**Metal layers overlaid**

Two of the layers only.
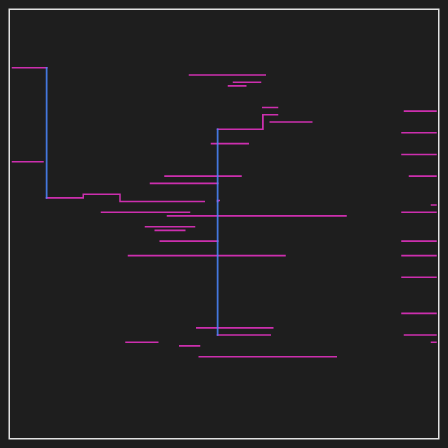
**Metal 2**

Cells faint in the background.
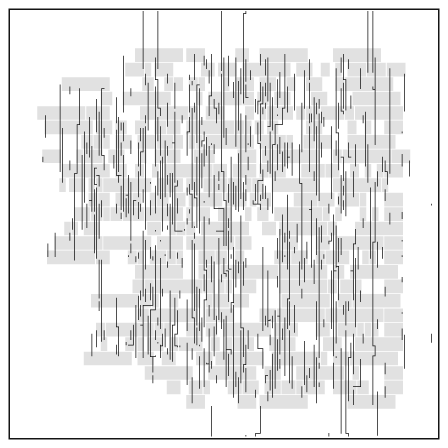
**Signal wires on met1**

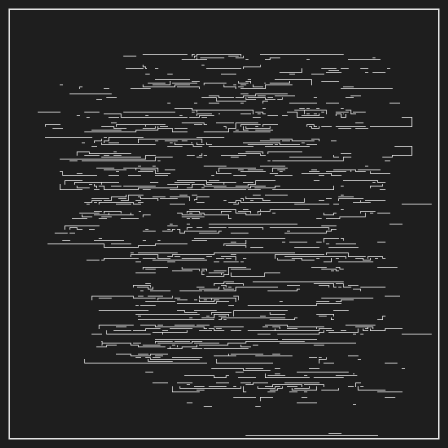
**Drive-strength map**

The bar under the picture is 20 um long.
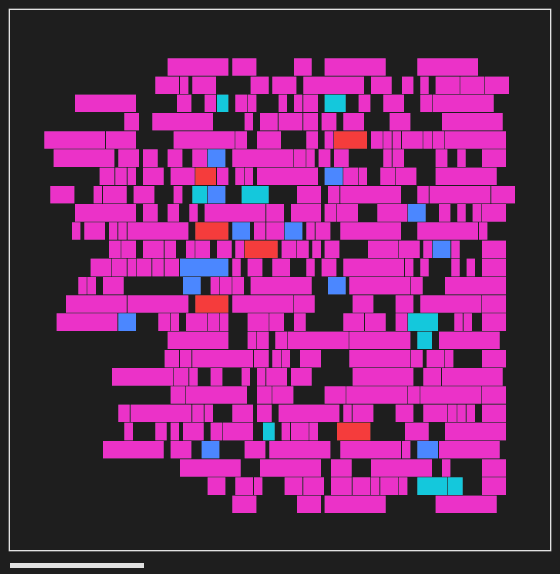
Design nco_freq_meter, sky130hd; sources not shown.
==> COMMIT_EDITMSG <==
Update PnR metrics after Yosys + OpenROAD run

- The final timing report lists a hold violation count of 0.
* Number of slew-limit violations in the final report: 0
- The final report lists a non-filler cell total of roughly 370.
* Chip area: around 6500 sq um
* Biggest fanout along the worst timing path: 15
* Most common cell after layout, fill and taps aside: sky130_fd_sc_hd__dfrtp_1
- The final weighted congestion recorded by global placement is 0.815.
* Num rows: 25
- Clock buffer depth: 2
* Overall global routing resource usage: 0.185
- The synthesized netlist contains roughly 47 unique library cells.
* Latency at later pin: about 0.31 ns
- Entering global routing, the biggest net connects 31 pins.
- The worst pin sits at a relative slew slack of 0.266.
* Final HPWL from detailed placement: 3.94 mm
* Startpoint type of the worst setup path: primary input
- DRC errors left: 0
- Per the summary, power density relative to cell area is 519 nW/um^2.
* Hold Path Depth: 2
* Top Layout Cells: sky130_fd_sc_hd__dfrtp_1, sky130_fd_sc_hd__nand2_1, sky130_fd_sc_hd__clkdlybuf4s50_1
* Yosys top cell by area: sky130_fd_sc_hd__dfrtp_1
- The initial antenna violation count came to 0.
* Number of hold buffers added after cts: 0
- Seq/Total Area, Yosys: 0.502
* CP arrival: 2.18 ns
- For the final database, setup skew stands at 0.00487 ns.
* Filler cell count: around 400
- Leakage power: between 1 and 1.5 nW
- Clock root cell: sky130_fd_sc_hd__clkbuf_8
- The last timing report of the flow puts the setup violation total at 0.
- Warnings reported by Yosys during synthesis add up to 0.
- The first TritonRoute pass finished after 4 iterations.
* Required time worst endpoint: approximately 2.5 ns
* Total global routing overflow: 0
* PnR Total Power: 1.64 mW
- Final antenna diode count: 0
* Final core utilization: 0.658
- Syn Nets: 297
- EDFF count, synth: 0
- Actual slew at the worst max-slew pin: 1.10 ns
- Worst Setup Slack post-DPL: 0.181 ns
* Cell count after placement: 366
* Shortest period the worst path allows: approximately 2 ns
- Worst IR Drop VDD: approximately 0.34 mV
* Syn Area/Cell: a little under 10 sq um
- According to the I/O placement log, the pin count is 32.
- Core area: ~4800 sq um
- Die extent in y: slightly above 80 um
- The cell area that synthesis handed to floorplanning was approximately 2700 sq um.
- The routed wirelength on the met1 layer is recorded as roughly 2.5 mm.
- Post-CTS repair ended up resizing 0 cells.
- Async set-reset flop share out of synthesis: 1.00
* Flip-flop and latch count after synthesis: ~55
* Yosys synthesis chip area: between 2000 and 3000 sq um
- Summing all multi-input logic gate instances after layout gives ~1300 sq um.
* Post-route worst hold slack: about 0.47 ns
- The main area contributors are sky130_fd_sc_hd__dfrtp_1, sky130_fd_sc_hd__nand2_1, sky130_fd_sc_hd__xnor2_1.
- Clock transition at path regs: 0.10 ns
- Port Buffer Count: 24
- Floorplan utilization: 0.573
- Counting the buffers created by CTS gives 5.
- Setup repair after global routing left no endpoint under its margin.
- Classification of the worst setup path: in2reg
* Number of global-route vias before repair: between 2k and 2.5k
- The clock net in this run drives a total of 55 sinks.
* Kind of capture point of the worst setup path: register
* Maximum level of the CTS H-tree: 2
- The number of cells on the worst reg-to-reg path is 6.
- Period Utilization, post-route: 0.864
- Total negative slack for setup checks: 0 ns
- The detailed router used layers up to and including met4.
- Share of final-layout standard cells stronger than drive strength 1: 0.0912
- Vias per inst: ~5.6
* Class of the worst hold path: reg2reg
- Post-place instance area: 3070 sq um
- Once detail routing completed, the nets flagged for antenna violations numbered 0.
- Net count reported at finish: about 320
- The first global-routing pass estimated roughly 9.5 mm of wire.
* Worst setup slack for register-to-register paths: roughly 0.38 ns
- Tool warning count: 33
- Most common reg cell: sky130_fd_sc_hd__dfrtp_1
- Run status: complete, no violations
* Number of violations reported at the end of detailed-routing iteration 0: between 100 and 150
- TritonCTS built the clock tree.
- # Max-Cap Violations: 0
* Synth top area share: 0.502
- Gate count after technology mapping: ~280
- In this run the post-CTS setup repair buffer count came out at 0.
- Met3 wire length: roughly 350 um
- Cell count in the Yosys report: approximately 280
- Per the layout area report, the register area comes to roughly 1400 sq um.
- DR WL met2: about 2.5 mm
- The highest clock rate this design can be run at is roughly 0.5 GHz.
- The horizontal die dimension reported for this design is 80.6 um.
About 'metal layers overlaid':
Blue shows met4, wire length 63.2 um. Magenta shows met3, wire length 353 um.
routed length per placed instance: 14.6 um
wire length reported by the detailed router: 5.45 mm
vias post-DR: 2,109

About 'metal 2':
The layer holds 47% of the routed length. The wires run mostly vertical. The layer carries 2,540 um of wire.
met2 usage in global routing: 0.291

About 'signal wires on met1':
The wires run mostly horizontal. The layer carries 2,490 um of wire. The layer holds 46% of the routed length. 291 nets have wire on it.
global-route met1 utilization: 0.264

About 'drive-strength map':
Red shows drive 6 and up, cells 6, share 2.0%, most used clkbuf_8. Cyan shows drive 2, cells 9, share 2.9%. Magenta shows drive 1 or less, cells 279, share 91%, most used dfrtp_1. Blue shows drive 3 to 4, cells 13, share 4.2%, most used buf_4.
layout buffer count excluding clock buffers: 36
area growth from synthesis to layout: 14.9%
final standard cell area without fillers: 3150 sq um
min setup slack post-route: 0.314 ns

-- report_power, final --
part	internal [mW]	switching, mW
clock network	0.218	0.334
registers	0.974	0.00892
logic	0.0337	0.0671
-- cells in the mapped netlist (6+ instances only) --
cell / n
sky130_fd_sc_hd__xor2_1: 9
sky130_fd_sc_hd__o2bb2ai_1: 9
sky130_fd_sc_hd__a31oi_1: 6
sky130_fd_sc_hd__o21ai_1: 7
sky130_fd_sc_hd__nand3_1: 15
sky130_fd_sc_hd__xnor2_1: 10
sky130_fd_sc_hd__o21ai_0: 11
sky130_fd_sc_hd__nand2_1: 47
sky130_fd_sc_hd__nor2_1: 15
sky130_fd_sc_hd__a21oi_1: 7
sky130_fd_sc_hd__dfrtp_1: 55
sky130_fd_sc_hd__clkbuf_1: 8
-- final cells by class --
class,instances,share of cell area
Clock buffer,5,0.0219
Sequential cell,55,0.437
Clock inverter,3,0.00755
Multi-Input combinational cell,203,0.397
Inverter,5,0.00755
Timing Repair Buffer,36,0.102
Tap cell,67,0.0266
-- per-layer routing --
metal  vias up  track usage
li1       1038            -
met1      1009        0.264
met2        55        0.291
met3         7       0.0291
met4         0       0.0574
met5         -            0
-- worst max-delay path, cell delays in order --
cell and delay, ns:
sky130_fd_sc_hd__dlygate4sd3_1 0.58, sky130_fd_sc_hd__clkbuf_1 0.52, sky130_fd_sc_hd__nand2b_1 0.26, sky130_fd_sc_hd__o21ai_1 0.26, sky130_fd_sc_hd__o2bb2ai_1 0.22
-- logic make-up after synthesis --
group / share of synthesized area
flops: 0.502
simple gates: 0.205
mux: 0.00731
buf+inv: 0.0411
xor+xnor: 0.0607
fa+ha+maj: 0.0228
compound gates: 0.161
No activity file was given, so power comes from the tool's default toggle rates.
